### src/rtl/interrupt_ctrl_pkg.sv
// Shared definitions for the interrupt controller: system register map, PCS bit positions, FSM states.
// Latency: none (definitions only).
// Backpressure: none (definitions only).
package interrupt_ctrl_pkg;

    // System register indices as seen on sysRegAddr
    localparam logic [3:0] SR_PCS = 4'd0;
    localparam logic [3:0] SR_IHA = 4'd1;
    localparam logic [3:0] SR_IRA = 4'd2;
    localparam logic [3:0] SR_IDN = 4'd3;
    localparam logic [3:0] SR_IMR = 4'd4;

    // Bit positions inside PCS
    localparam int PCS_IE  = 0;
    localparam int PCS_OIE = 1;

    // Decoder pcSel value that selects intaAddr (interrupt entry / RETI)
    localparam logic [1:0] PCSEL_INTA = 2'b11;

    // Interrupt sequencing states
    typedef enum logic [1:0] {
        ST_IDLE    = 2'd0,
        ST_ACK     = 2'd1,
        ST_SERVICE = 2'd2
    } irq_state_e;

endpackage

### src/rtl/interrupt_ctrl_prio_enc.sv
// Fixed-priority encoder for interrupt requests; bit 0 wins.
// Latency: purely combinational.
// Backpressure: none; outputs follow the request vector in the same cycle.
module irq_prio_enc #(
    parameter int NUM_DEV = 4
) (
    input  logic [NUM_DEV-1:0] req,
    output logic               any,
    output logic [3:0]         index,
    output logic [NUM_DEV-1:0] onehot
);

    // Scan upward from bit 0; the first set bit is the winner
    always_comb begin
        logic found;
        found  = 1'b0;
        any    = |req;
        index  = 4'd0;
        onehot = '0;
        for (int i = 0; i < NUM_DEV; i++) begin
            if (req[i] && !found) begin
                found     = 1'b1;
                index     = i[3:0];
                onehot[i] = 1'b1;
            end
        end
    end

endmodule

### src/rtl/interrupt_ctrl.sv
// System registers (PCS/IHA/IRA/IDN[/IMR]) and interrupt entry/return sequencing for the decoder.
// Latency: request sampled in cycle N gives intaSig/irqAck in N+1; RSR data and intaAddr are combinational.
// Backpressure: stall or any decoder strobe holds off interrupt entry; optional IMR via IRQ_MASK_EN.
module interrupt_ctrl
    import interrupt_ctrl_pkg::*;
#(
    parameter int               DBITS     = 32,
    parameter int               NUM_DEV   = 4,
    parameter logic [DBITS-1:0] RESET_IHA = 32'h0000_0100
) (
    input  logic               clk,
    input  logic               reset,
    input  logic [NUM_DEV-1:0] irqIn,
    input  logic [DBITS-1:0]   pcIn,
    input  logic               stall,
    input  logic               isReti,
    input  logic               isRSR,
    input  logic               isWSR,
    input  logic [3:0]         sysRegAddr,
    input  logic [DBITS-1:0]   sysDataIn,
    output logic               intaSig,
    output logic [DBITS-1:0]   intaAddr,
    output logic [DBITS-1:0]   sysDataOut1,
    output logic [NUM_DEV-1:0] irqAck,
    output logic               inService
);

    irq_state_e         state_q;
    irq_state_e         state_d;
    logic               ie_q;
    logic               oie_q;
    logic [DBITS-1:0]   iha_q;
    logic [DBITS-1:0]   ira_q;
    logic [3:0]         idn_q;
    logic               inta_q;
    logic [NUM_DEV-1:0] ack_q;

    logic [NUM_DEV-1:0] pending;
    logic               pend_any;
    logic [3:0]         pend_idx;
    logic [NUM_DEV-1:0] pend_onehot;
    logic               take;
    logic               wr_en;

`ifdef IRQ_MASK_EN
    logic [NUM_DEV-1:0] imr_q;
    assign pending = irqIn & imr_q;
`else
    assign pending = irqIn;
`endif

    irq_prio_enc #(
        .NUM_DEV (NUM_DEV)
    ) u_prio (
        .req    (pending),
        .any    (pend_any),
        .index  (pend_idx),
        .onehot (pend_onehot)
    );

    // Entry is only allowed when the pipeline is free of any decoder side effect this cycle
    assign take = ie_q & pend_any & ~stall & ~isReti & ~isRSR & ~isWSR & (state_q != ST_ACK);

    // The entry update owns the registers during the ACK cycle, so software writes are dropped there
    assign wr_en = isWSR & (state_q != ST_ACK);

    // Next-state selection for the entry/service/return sequence
    always_comb begin
        state_d = state_q;
        case (state_q)
            ST_IDLE: begin
                if (take) begin
                    state_d = ST_ACK;
                end
            end
            ST_ACK: begin
                state_d = ST_SERVICE;
            end
            ST_SERVICE: begin
                if (take) begin
                    state_d = ST_ACK;
                end else if (isReti) begin
                    state_d = ST_IDLE;
                end
            end
            default: begin
                state_d = ST_IDLE;
            end
        endcase
    end

    // State register
    always_ff @(posedge clk) begin
        if (reset) begin
            state_q <= ST_IDLE;
        end else begin
            state_q <= state_d;
        end
    end

    // Entry pulse, acknowledge and system register updates (entry, then WSR, then RETI restore of IE)
    always_ff @(posedge clk) begin
        if (reset) begin
            inta_q <= 1'b0;
            ack_q  <= '0;
            ie_q   <= 1'b0;
            oie_q  <= 1'b0;
            iha_q  <= RESET_IHA;
            ira_q  <= '0;
            idn_q  <= 4'd0;
`ifdef IRQ_MASK_EN
            imr_q  <= '1;
`endif
        end else begin
            inta_q <= take;
            ack_q  <= take ? pend_onehot : '0;
            if (take) begin
                idn_q <= pend_idx;
                oie_q <= ie_q;
                ie_q  <= 1'b0;
                ira_q <= pcIn;
            end else begin
                if (wr_en) begin
                    case (sysRegAddr)
                        SR_PCS: begin
                            ie_q  <= sysDataIn[PCS_IE];
                            oie_q <= sysDataIn[PCS_OIE];
                        end
                        SR_IHA: iha_q <= sysDataIn;
                        SR_IRA: ira_q <= sysDataIn;
                        SR_IDN: idn_q <= sysDataIn[3:0];
`ifdef IRQ_MASK_EN
                        SR_IMR: imr_q <= sysDataIn[NUM_DEV-1:0];
`endif
                        default: ;
                    endcase
                end
                // RETI restores IE from the saved copy in any state
                if (isReti) begin
                    ie_q <= oie_q;
                end
            end
        end
    end

    // Handler address during entry, return address otherwise (RETI target)
    always_comb begin
        intaAddr = (state_q == ST_ACK) ? iha_q : ira_q;
    end

    // RSR read mux, pre-edge register values
    always_comb begin
        sysDataOut1 = '0;
        case (sysRegAddr)
            SR_PCS: begin
                sysDataOut1[PCS_IE]  = ie_q;
                sysDataOut1[PCS_OIE] = oie_q;
            end
            SR_IHA: sysDataOut1 = iha_q;
            SR_IRA: sysDataOut1 = ira_q;
            SR_IDN: sysDataOut1 = DBITS'(idn_q);
`ifdef IRQ_MASK_EN
            SR_IMR: sysDataOut1 = DBITS'(imr_q);
`endif
            default: sysDataOut1 = '0;
        endcase
    end

    assign intaSig   = inta_q;
    assign irqAck    = ack_q;
    assign inService = (state_q == ST_SERVICE);

endmodule

### config.mk
export PLATFORM = sky130hd
export DESIGN_NAME = interrupt_ctrl
export DESIGN_NICKNAME = d
export VERILOG_FILES = /design/src/rtl/interrupt_ctrl_pkg.sv /design/src/rtl/interrupt_ctrl_prio_enc.sv /design/src/rtl/interrupt_ctrl.sv
export SDC_FILE = /design/constraint.sdc
export NUM_CORES = 1
export LEC_CHECK = 0
export CORE_MARGIN = 2
export CORE_UTILIZATION = 39
export DETAILED_ROUTE_END_ITERATION = 6
export PLACE_DENSITY = 0.76
export SLEW_MARGIN = 20
export SYNTH_ARGS = -nofsm -noshare
export SYNTH_HDL_FRONTEND = slang
export SYNTH_HIERARCHICAL = 1
export SYNTH_SLANG_ARGS = --single-unit
### constraint.sdc
create_clock -name clk -period 1.4 [get_ports clk]
set_input_delay 0.14 -clock clk [delete_from_list [all_inputs] [get_ports clk]]
set_output_delay 0.14 -clock clk [all_outputs]
set_load 0.01 [all_outputs]
==> Changelog: implementation, run 1 <==
### Implementation results

* Width of the die at 102 µm
* Layout Skew at 0.00746 ns
* Synth Area in XOR/XNOR at 0
* Power density relative to cell area at 669 nW/µm²
* Clock buffer count in the final layout at 10
* Dominant kind of combinational cell: simple AND/OR/NAND/NOR gates
* Post-CTS sizing at 422
* Sequential element share of the synthesized area at 0.415
* Count of instantiated cells in the yosys netlist at 468
* Final setup violation count at 139
* Tally of yosys warning messages at 6
* Number of cells on the critical path at 11
* Maximum number of pins on one net before global-route repair at 23
* TritonRoute pass-1 iters at 5
* Register fraction of the total cell area at 0.217
* Top logic cells by instance count in the layout: 95 x sky130_fd_sc_hd__nand2_1, 77 x sky130_fd_sc_hd__clkdlybuf4s50_1, 75 x sky130_fd_sc_hd__dfxtp_1
* Global route total overflow at 0
* Top Ports at 148
* Slowest stage cell, crit path: sky130_fd_sc_hd__dfxtp_2
* Unrepaired setup endpoints after global routing: yes
* Ratio of routed vias to standard cells at 5.71
* Floorplan utilization at 0.402
* Worst Slack Setup Final at -0.395 ns
* Post-Synth AOI/OAI Area at 0.241
* Worst setup path category: flip-flop to flip-flop
* Max stage delay on crit path at 0.34 ns
* Standby leakage power at 3.10 nW
* Number of non-clock inverters in the layout at 6
* Part of the power in registers at 0.474
* Warning total across the stage logs at 29
* Type of element capturing the critical path: flip-flop
* Clock buffer count from CTS at 9
* Ratio of cells with drive above 1 in the final layout at 0.467
* Hold_sp: reset
* Comb pwr share at 0.157
* # placed instances at 755
* RR Startpoint: state_q[1]$_SDFFE_PP0P_
* Synthesized chip area reported by yosys at about 3700 µm²
* Final Hold Vio Count at 0
* Worst IR Drop VDD at 0.000544 V
* Slack of the worst reg-to-reg path at -0.39 ns
* Number of multi-input combinational cells at 348
* Area used by sequential logic in the layout at 1550 µm²
* Synthesized area per cell at around 7.9 µm²
* Final worst path period need at between 1.5 and 2 ns
* Top post-synthesis cells by count: 167 x sky130_fd_sc_hd__nand2_1, 77 x sky130_fd_sc_hd__dfxtp_1, 43 x sky130_fd_sc_hd__a21oi_1, 33 x sky130_fd_sc_hd__and2_1
* Most common flop cell mapped by yosys: sky130_fd_sc_hd__dfxtp_1
* N_taps at 129
* Core box area at ~9200 µm²
* GRT Util Overall at 0.310
* Clock insertion delay at the later pin of the skew report at between 0.3 and 0.4 ns
* Wire length of the first global-routing pass at between 20000 and 25000 µm
* Share of power burned in the clock network at 0.369
* Critical Path AT at roughly 2.0 ns
* Die height at 102 µm
* Max_cap viols at 0
* Vias in the first global route at approximately 4700
* Post-cts hold-fix buffer tally at 0
* Final cell count without fillers at 834
* Outcome: finished, violations left
* Number of buffers inserted by post-CTS setup repair at 43
* Total Power at 0.00476 W
* Switching power as a share of total power at 0.261
* H-tree lvl count at 3
* Area growth from synthesis to layout at 91.4%
* Peak fanout along the critical path at 7
* Violated checks: negative setup slack
* DRC errors left at 0
* Multi-input logic portion of the cell area at 0.355
* Post-synth top area share at 0.415
* Remaining antenna violation count at 0
* Most frequent cell on the critical path: sky130_fd_sc_hd__buf_6
* Count leader, synth: sky130_fd_sc_hd__nand2_1
* Area leader, netlist: sky130_fd_sc_hd__dfxtp_1
* Initial antenna violation count at 0
* Count of vias placed by the detailed router at 4766
* Final antenna diode count at 0
* FMAX at between 0.5 and 0.6 GHz
* Net Switching at 0.00124 W
* Final Max-Slew Violation Tally at 0
* Worst Path Required at ~1.7 ns
* Min-Delay Path Depth at 3
* Clock tree from TritonCTS: done
* Seq_cells at about 77
* Leading cell types by total area after synthesis: sky130_fd_sc_hd__dfxtp_1 41%, sky130_fd_sc_hd__nand2_1 17%, sky130_fd_sc_hd__a221o_1 7.5%
* Multi-input gate area in the final layout at 2530 µm²
* Sinks on Clock Net at 77
* Number of buffers on the longest clock path at 2
* Buffer count excluding the clock tree in the final layout at about 260
* Asr flop ratio synth at 0
* Routed length per instance at approximately 21 µm
* Post-synth cell types at 36
* Tally of filler cells in the layout at 566
==> run 1: sequential cells by signal (all words and copies together), names as in the netlist <==
signal,flops
irqAck,4
ira_q,32
oie_q,1
intaSig,1
ie_q,1
iha_q,32
idn_q,4
state_q,2
==> run 1: metrics by stage <==
step	setup slack, ns	area, µm²	setup TNS, ns	utilization	hold WS, ns
floorplan	-0.0555	3740	-1.11	-	0.256
global placement	-0.762	5630	-69.91	0.610	0.458
detailed placement	-0.816	5630	-74.51	0.610	0.467
CTS	-0.341	6680	-25.25	0.723	0.239
global route	-0.435	7120	-37.35	0.770	0.264
finish	-0.395	7120	-32.71	0.770	0.287
==> run 1: power by group through the flow <==
stage / Clock, W / Combinational [W] / Sequential [W]
2_1_floorplan: 0 / 0.000174 / 0.00229
6_report: 0.00176 / 0.000746 / 0.00226
5_1_grt: 0.00184 / 0.000774 / 0.00226
4_1_cts: 0.00172 / 0.000670 / 0.00225
3_3_place_gp: 0 / 0.000554 / 0.00230
3_5_place_dp: 0 / 0.000559 / 0.00230
==> run 1: layer usage <==
layer,global-route usage,share of wire
met3,0.0538,0.090
met5,0,0
met1,0.369,0.37
met4,0.132,0.056
met2,0.547,0.48
==> run 1: worst max path at each step <==
stage / startpoint / end / slack, ns
after floorplan: sysRegAddr[0] / ira_q[10]$_SDFFE_PP0P_ / -0.06
after global placement: sysRegAddr[2] / sysDataOut1[0] / -0.76
after detailed placement: sysRegAddr[2] / sysDataOut1[0] / -0.82
after CTS: state_q[1]$_SDFFE_PP0P_ / ira_q[29]$_SDFFE_PP0P_ / -0.34
after global routing: state_q[1]$_SDFFE_PP0P_ / ira_q[24]$_SDFFE_PP0P_ / -0.44
final: state_q[1]$_SDFFE_PP0P_ / ira_q[16]$_SDFFE_PP0P_ / -0.39
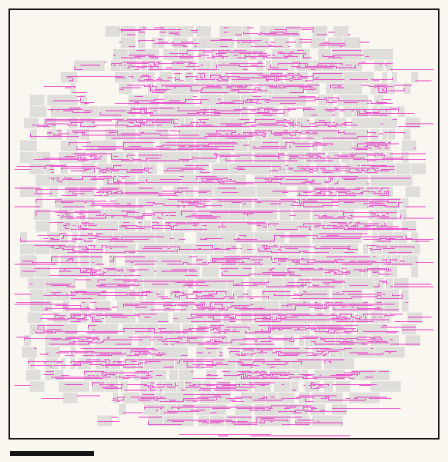
(run_1/met1.png)
Bar = 20 µm.
wire length on this layer	6550 µm
main direction	horizontal
share of all routed wire	37%

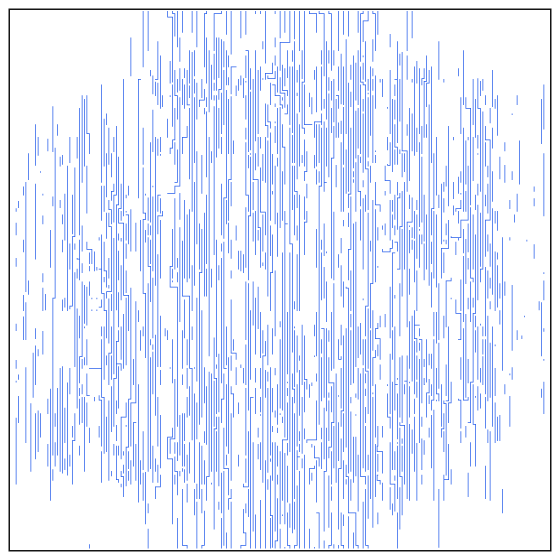
(run_1/met2.png)
longest straight run	44.9 µm
nets with wire on the layer	700
share of all routed wire	48%
main direction	vertical
wire length on this layer	8540 µm

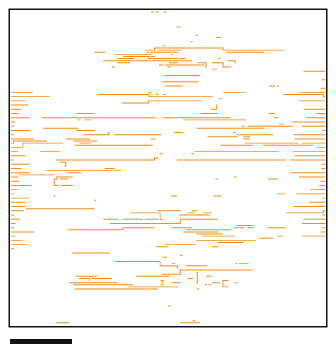
(run_1/met3.png)
Bar = 20 µm.
main direction	horizontal
longest straight run	36.3 µm
nets with wire on the layer	172
share of all routed wire	9.0%
wire length on this layer	1590 µm

==> run_1/final_clocks.png <==
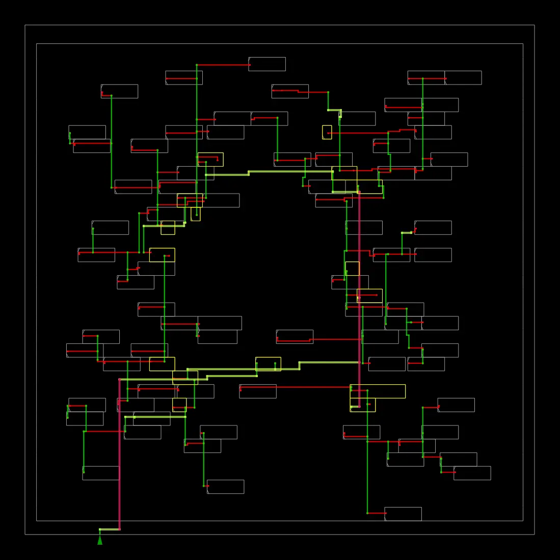

## Run 2: what changed since run 1
--- a/config.mk
+++ b/config.mk
@@ -6,9 +6,9 @@
 export NUM_CORES = 1
 export LEC_CHECK = 0
 export CORE_MARGIN = 2
-export CORE_UTILIZATION = 39
+export CORE_UTILIZATION = 44
 export DETAILED_ROUTE_END_ITERATION = 6
-export PLACE_DENSITY = 0.76
+export PLACE_DENSITY = 0.81
 export SLEW_MARGIN = 20
 export SYNTH_ARGS = -nofsm -noshare
 export SYNTH_HDL_FRONTEND = slang
==> constraint.sdc (replaced) <==
create_clock -name clk -period 2 [get_ports clk]
set_input_delay 0.2 -clock clk [delete_from_list [all_inputs] [get_ports clk]]
set_output_delay 0.2 -clock clk [all_outputs]
set_load 0.01 [all_outputs]
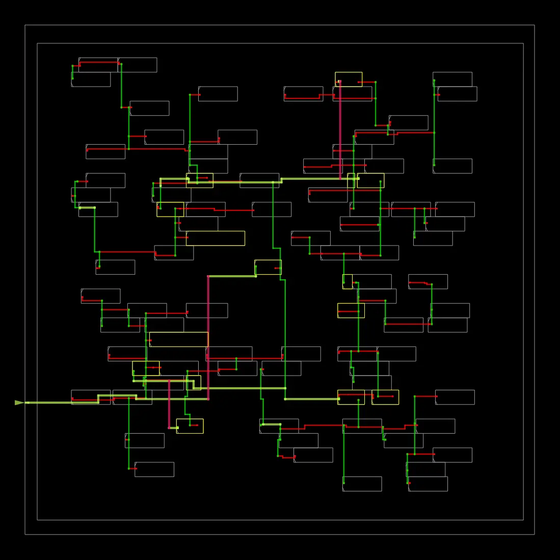
(run_2/final_clocks.png)
Layout Skew: 0.00970 ns
clock buffer count in the final layout: 11
clock network power consumption: 0.00129 W
clock insertion delay at the later pin of the skew report: 0.35 ns
seq_cells: 77

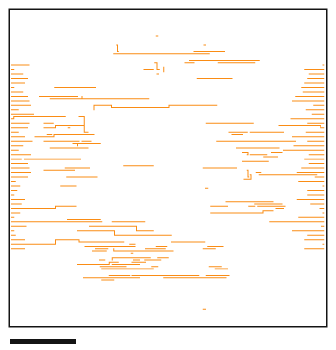
(run_2/met3.png)
Bar = 20 µm.
routed wire length: 12900 µm
count of vias placed by the detailed router: 4185
met3 usage: 0.0579

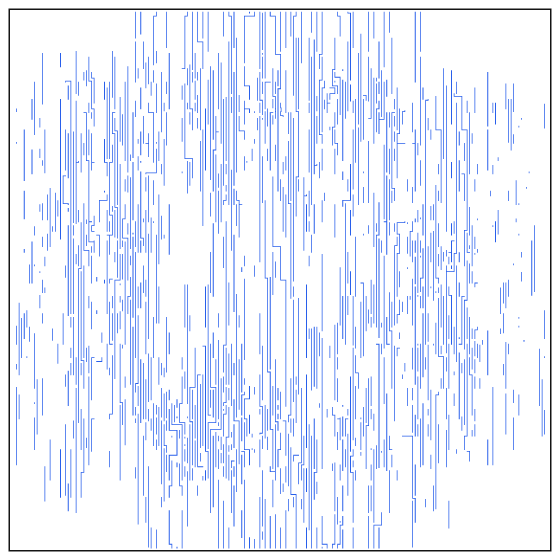
(run_2/met2.png)
Global Route met2 Usage: 0.457

==> Changelog: implementation, run 2 <==
### Implementation results

* Final Hold Vio Count at 0
* Number of buffers on the longest clock path at 2
* Met3 routed wirelength at between 1000 and 1500 µm
* Number of storage elements in the synthesis netlist at 77
* Adder share at 0
* Leading cell types by total area after synthesis: sky130_fd_sc_hd__dfxtp_1 41%, sky130_fd_sc_hd__nand2_1 17%, sky130_fd_sc_hd__a221o_1 7.5%
* Power of the combinational group at 0.000386 W
* Synthesized area per cell at 7.95 µm²
* Critical Path AT at 1.74 ns
* GRT Util Overall at 0.278
* Top routing layer in use: met4
* Crit path launch type: flip-flop
* Clock tree from TritonCTS: done
* Floorplan utilization at 0.453
* Die height at 95.9 µm
* Vias in the first global route at 4052
* Share of the cycle needed by the critical path after routing at 0.969
* Global route total overflow at 0
* Post-layout instance area at 5920 µm²
* Top logic cell by instance count in the layout: sky130_fd_sc_hd__nand2_1
* Most frequent cell on the critical path: sky130_fd_sc_hd__nand2_1
* Standby leakage power at 3.06 nW
* Dpl ws at -0.295 ns
* Worst Path Required at about 1.8 ns
* Max stage delay on crit path at 0.53 ns
* Wire length of the first global-routing pass at 19600 µm
* Post-synth cell types at 36
* Initial antenna violation count at 0
* Switching power as a share of total power at 0.227
* Outcome: completed
* Path class of the lowest-slack min-delay path: input port to flip-flop
* Final setup violation count at 0
* CTS root buf: sky130_fd_sc_hd__clkbuf_8
* Ratio of cells with drive above 1 in the final layout at 0.132
* Yosys simple share at 0.287
* TritonRoute pass-1 iters at 5
* Top logic cells by instance count in the layout: 167 x sky130_fd_sc_hd__nand2_1, 83 x sky130_fd_sc_hd__clkdlybuf4s50_1, 75 x sky130_fd_sc_hd__dfxtp_1
* Tally of filler cells in the layout at 649
* Net Switching at 0.000738 W
* Comb pwr share at 0.119
* Slack of the worst reg-to-reg path at ~0.34 ns
* Met1 Wirelength at approximately 5300 µm
* Net count reported at finish at 716
* Routed met2 length at slightly above 6000 µm
* Post-synthesis cell count at 468
* Area leader, netlist: sky130_fd_sc_hd__dfxtp_1
* Maximum number of pins on one net before global-route repair at 35
* Core box area at 8220 µm²
* Synthesized chip area reported by yosys at 3720 µm²
* FMAX at approximately 0.52 GHz
* Area of the mapped netlist at 3720 µm²
* Width of the die at about 96 µm
* Biggest power consumer among the groups: registers
* Tally of yosys warning messages at 6
* Timing endpoint of the critical path: intaAddr[27]
* Largest registers: iha_q (32), ira_q (32)
* Share of power burned in the clock network at 0.397
* Dominant kind of combinational cell: simple AND/OR/NAND/NOR gates
* Worst IR Drop VDD at between 0.0003 and 0.0004 V
* RR Startpoint: state_q[1]$_SDFFE_PP0P_
* Count of instantiated cells in the yosys netlist at 468
* Final antenna diode count at 0
* Ratio of routed vias to standard cells at approximately 5.6
* Top post-synthesis cells by count: 167 x sky130_fd_sc_hd__nand2_1, 77 x sky130_fd_sc_hd__dfxtp_1, 43 x sky130_fd_sc_hd__a21oi_1, 33 x sky130_fd_sc_hd__and2_1
* Area growth from synthesis to layout at 59.2%
* Die Size at 9200 µm²
* Ordered list of cells on the worst path: nor2b_4, buf_6, nand2_1, nand2_1, clkdlybuf4s50_1
* DRC errors left at 0
* Post-cts hold-fix buffer tally at 0
* Top Ports at 148
* P_int at about 0.0025 W
* Max_cap viols at 0
* Asr flop ratio synth at 0
* Final Max-Slew Violation Tally at 0
* Routability cong. at 0.925
* H-tree lvl count at 3
* CP Launch Point: state_q[0]$_SDFFE_PP0P_
* Worst setup path category: flip-flop to output pin
* Peak fanout along the critical path at 7
* Clock buffer count from CTS at 9
* Synth Area in XOR/XNOR at 0
* Clock-pin slew on the worst setup and hold paths at 0.08 ns
* Flip-flop and latch power at approximately 0.0016 W
* Power density relative to cell area at between 500 and 600 nW/µm²
* Sequential element share of the synthesized area at 0.415
* Worst R2R Path Depth at 6
* Number of DRC markers after the initial detailed-route iteration at 276
* Count leader, synth: sky130_fd_sc_hd__nand2_1
* Post-CTS sizing at 45
* Sinks on Clock Net at 77
* Part of the power in registers at 0.485
* Placement Rows at 33
* Post-synth top area share at 0.415
* Most common flop cell mapped by yosys: sky130_fd_sc_hd__dfxtp_1
* Final worst path period need at 1.94 ns
* Slowest stage cell, crit path: sky130_fd_sc_hd__clkdlybuf4s50_1
* Multiplexer fraction of the synthesized cell area at 0.00269
* Post-Synth AOI/OAI Area at 0.241
* Endpoint of the lowest-slack register-to-register path: ira_q[8]$_SDFFE_PP0P_
* Remaining antenna violation count at 0
* Type of element capturing the critical path: output pin
* Instance area at placement at 5520 µm²
* Count of library flops with an enable pin at 0
* Count of buffers from port buffering at 147
* Worst Slack Setup Final at 0.0616 ns
* Routed length per instance at 17.2 µm
* Number of buffers inserted by post-CTS setup repair at 1
* Half-perimeter wire length of the detailed placement result at 8530 µm
* Warning total across the stage logs at 27
[run 2: cell counts after synthesis]
No cell type changed its count.
[run 2: cell type report]
| type | count | area, µm² | share of cell area |
|---|---|---|---|
| clock buffer | 11 | 141 | 0.0239 |
| multi-input combinational | 348 | 2020 | 0.341 |
| sequential | 77 | 1550 | 0.261 |
| tap | 105 | 131 | 0.0222 |
| clock inverter | 4 | 72.6 | 0.0123 |
| timing repair buffer | 196 | 1990 | 0.336 |
| inverter | 6 | 22.5 | 0.00380 |
[run 2: how the worst min path moves through the flow]
stage                                   endpoint  slack, ns  cells after the start              startpoint
final                     iha_q[14]$_SDFFE_PP0P_       0.28                      3                   reset
after global routing      iha_q[18]$_SDFFE_PP0P_       0.29                      3                   reset
after CTS                 iha_q[13]$_SDFFE_PP0P_       0.26                      3                   reset
after detailed placement  iha_q[23]$_SDFFE_PP0P_       0.46                      2  iha_q[23]$_SDFFE_PP0P_
after global placement    iha_q[21]$_SDFFE_PP0P_       0.46                      2  iha_q[21]$_SDFFE_PP0P_
after floorplan                ie_q$_SDFFE_PP0P_       0.32                      1                  isReti
[run 2: per-stage QoR]
stage          hold slack [ns]  setup TNS [ns]   util  cells  total power [W]
5_1_grt                  0.291         -0.0831  0.720    747          0.00336
3_3_place_gp             0.455          -14.36  0.672    720          0.00198
6_report                 0.279               0  0.720    747          0.00325
2_1_floorplan            0.316               0      -    469          0.00173
3_5_place_dp             0.462          -19.44  0.672    720          0.00199
4_1_cts                  0.264          -0.863  0.702    738          0.00326
[run 2: metal layers]
metal	track usage	vias up
met4	0.0964	0
met5	0	-
met2	0.457	272
met3	0.0579	18
met1	0.362	1930
li1	-	1965
[run 2: critical path: cells and delay by family (launching register included)]
kind	cells	cell delay, ns
buffers and inverters	2	0.68
flip-flops	1	0.37
AND/OR/NAND/NOR	3	0.33
## Run 3: what changed since run 2
--- a/config.mk
+++ b/config.mk
@@ -8,6 +8,7 @@
 export CORE_MARGIN = 2
 export CORE_UTILIZATION = 44
 export DETAILED_ROUTE_END_ITERATION = 6
+export HOLD_SLACK_MARGIN = 0.02
 export PLACE_DENSITY = 0.81
 export SLEW_MARGIN = 20
 export SYNTH_ARGS = -nofsm -noshare
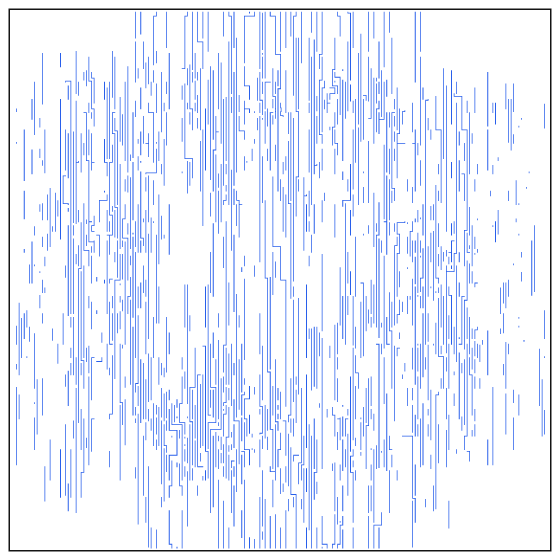
(run_3/met2.png)
main direction	vertical
nets with wire on the layer	605
wire length on this layer	6180 µm
longest straight run	43.4 µm

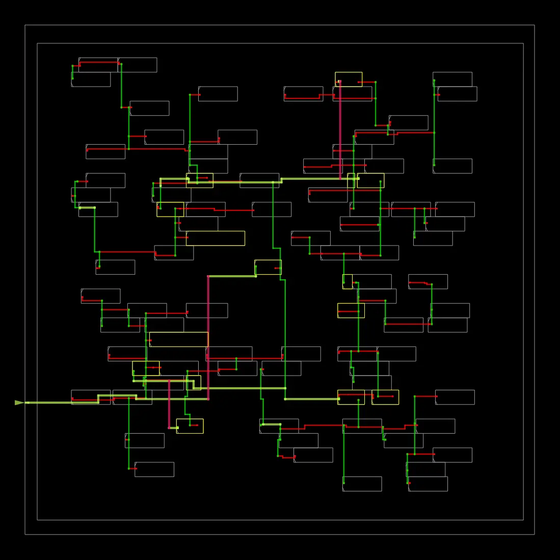
(run_3/final_clocks.png)
Sinks on Clock Net: 77
clock buffer count from CTS: 9

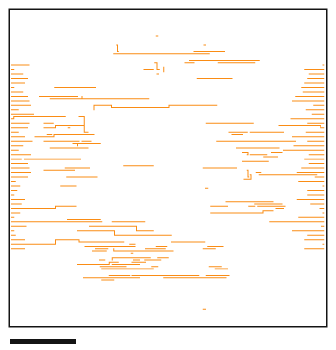
(run_3/met3.png)
Bar = 20 µm.

==> Changelog: implementation, run 3 <==
### Implementation results

* Outcome: completed
* Crit path launch type: flip-flop
* Vias in the first global route at 4052
* Synthesized area per cell at 7.95 µm²
* Sequential element share of the synthesized area at 0.415
* Top logic cells by instance count in the layout: 167 x sky130_fd_sc_hd__nand2_1, 83 x sky130_fd_sc_hd__clkdlybuf4s50_1, 75 x sky130_fd_sc_hd__dfxtp_1
* Worst Path Required at approximately 1.8 ns
* Ordered list of cells on the worst path: nor2b_4, buf_6, nand2_1, nand2_1, clkdlybuf4s50_1
* Most frequent cell on the critical path: sky130_fd_sc_hd__nand2_1
* Top logic cell by instance count in the layout: sky130_fd_sc_hd__nand2_1
* Share of the cycle needed by the critical path after routing at 0.969
* Number of DRC markers after the initial detailed-route iteration at 276
* Final Max-Slew Violation Tally at 0
* Post-synth cell types at 36
* TritonRoute pass-1 iters at 5
* Warning total across the stage logs at 27
* Met1 Wirelength at 5260 µm
* Half-perimeter wire length of the detailed placement result at 8530 µm
* Highest-utilization routing layer at the global route stage: met2
* Routed met2 length at a little over 6000 µm
* Max stage delay on crit path at ~0.53 ns
* Die Size at 9200 µm²
* Synth Area in XOR/XNOR at 0
* Number of storage elements in the synthesis netlist at 77
* Dpl ws at -0.295 ns
* Worst IR Drop VDD at 0.000324 V
* Yosys simple share at 0.287
* Top routing layer in use: met4
* Setup TNS at 0 ns
* Met3 routed wirelength at 1290 µm
* # placed instances at between 700 and 800
* Path class of the lowest-slack min-delay path: input port to flip-flop
* DRC errors left at 0
* CTS root buf: sky130_fd_sc_hd__clkbuf_8
* Net count reported at finish at about 720
* Dominant kind of combinational cell: simple AND/OR/NAND/NOR gates
* Standby leakage power at 3.06 nW
* Most common flop cell mapped by yosys: sky130_fd_sc_hd__dfxtp_1
* Floorplan utilization at 0.453
* Post-Synth AOI/OAI Area at 0.241
* Met3 usage at 0.0579
* Global route total overflow at 0
* Routability cong. at around 0.9
* Power density relative to cell area at 549 nW/µm²
* Multiplexer fraction of the synthesized cell area at 0.00269
* Ratio of routed vias to standard cells at 5.60
* Area leader, netlist: sky130_fd_sc_hd__dfxtp_1
* Post-layout instance area at 5920 µm²
* Post-cts hold-fix buffer tally at 0
* Layout Skew at around 0.0097 ns
* Core box area at around 8000 µm²
* Count of buffers from port buffering at 147
* Final Core Density at 0.720
* Asr flop ratio synth at 0
* H-tree lvl count at 3
* Peak fanout along the critical path at 7
* Final cell count without fillers at 747
* Area growth from synthesis to layout at 59.2%
* Placement Rows at 33
* Worst setup path category: flip-flop to output pin
* Largest registers: iha_q (32), ira_q (32)
* Ratio of cells with drive above 1 in the final layout at 0.132
* Clock tree from TritonCTS: done
* Clock insertion delay at the later pin of the skew report at between 0.3 and 0.4 ns
* Synthesized chip area reported by yosys at 3720 µm²
* Count of library flops with an enable pin at 0
* Maximum number of pins on one net before global-route repair at 35
* Count leader, synth: sky130_fd_sc_hd__nand2_1
* Leading cell types by total area after synthesis: sky130_fd_sc_hd__dfxtp_1 41%, sky130_fd_sc_hd__nand2_1 17%, sky130_fd_sc_hd__a221o_1 7.5%
* Final antenna diode count at 0
* Routed wire length at 12900 µm
* Type of element capturing the critical path: output pin
* Critical Path AT at 1.74 ns
* Worst Slack Setup Final at 0.0616 ns
* Clock-pin slew on the worst setup and hold paths at 0.08 ns
* Remaining antenna violation count at 0
* Post-synthesis cell count at 468
* Post-synth top area share at 0.415
* Die height at 95.9 µm
* Routed length per instance at ~17 µm
* Global Route met2 Usage at 0.457
* Instance area at placement at about 5500 µm²
==> run 3: cell counts after synthesis <==
Identical to the previous run, type by type.
==> run 3: cell families after synthesis <==
group                  after synthesis
AND/OR/NAND/NOR                    230
multiplexers                         1
AND-OR/OR-AND                      115
buffers and inverters               44
other                                1
flip-flops                          77
==> run 3: critical path: cells and delay by family (launching register included) <==
family	cells	cell delay, ns
buffers and inverters	2	0.68
and+or+nand+nor	3	0.33
DFF	1	0.37
==> run 3: per-stage QoR <==
step           total power (W)  hold WS, ns
5_1_grt                0.00336        0.291
6_report               0.00325        0.279
3_3_place_gp           0.00198        0.455
3_5_place_dp           0.00199        0.462
4_1_cts                0.00326        0.264
2_1_floorplan          0.00173        0.316
==> run 3: path summary, 6_finish.rpt <==
path                           start                       to  slack [ns]  cells after the start
min reg2reg  state_q[0]$_SDFFE_PP0P_  state_q[0]$_SDFFE_PP0P_        0.46                      1
min                            reset   iha_q[14]$_SDFFE_PP0P_        0.28                      3
max          state_q[0]$_SDFFE_PP0P_             intaAddr[27]        0.06                      5
max reg2reg  state_q[1]$_SDFFE_PP0P_    ira_q[8]$_SDFFE_PP0P_        0.34                      6
==> run 3: where the power goes <==
group	switching (W)	internal (W)
Sequential	0.0000199	0.00156
Clock	0.000559	0.000729
Combinational	0.000159	0.000227
==> run 3: what timing repair did <==
| item | CTS | global route |
|---|---|---|
| cloned | 2 | 0 |
| endpoints found under the setup margin | 59 | 32 |
| pin swaps | 1 | 0 |
| endpoints found under the hold margin | 0 | 0 |
| resized | 45 | 34 |
| buffers inserted | 1 | 9 |
==> run 3: layout make-up <==
cell class,count,area [µm²]
Clock buffer,11,141
Clock inverter,4,72.6
Fill cell,649,2300
Inverter,6,22.5
Multi-Input combinational cell,348,2020
Sequential cell,77,1550
Tap cell,105,131
Timing Repair Buffer,196,1990
Power is estimated from default activity; no workload was simulated.
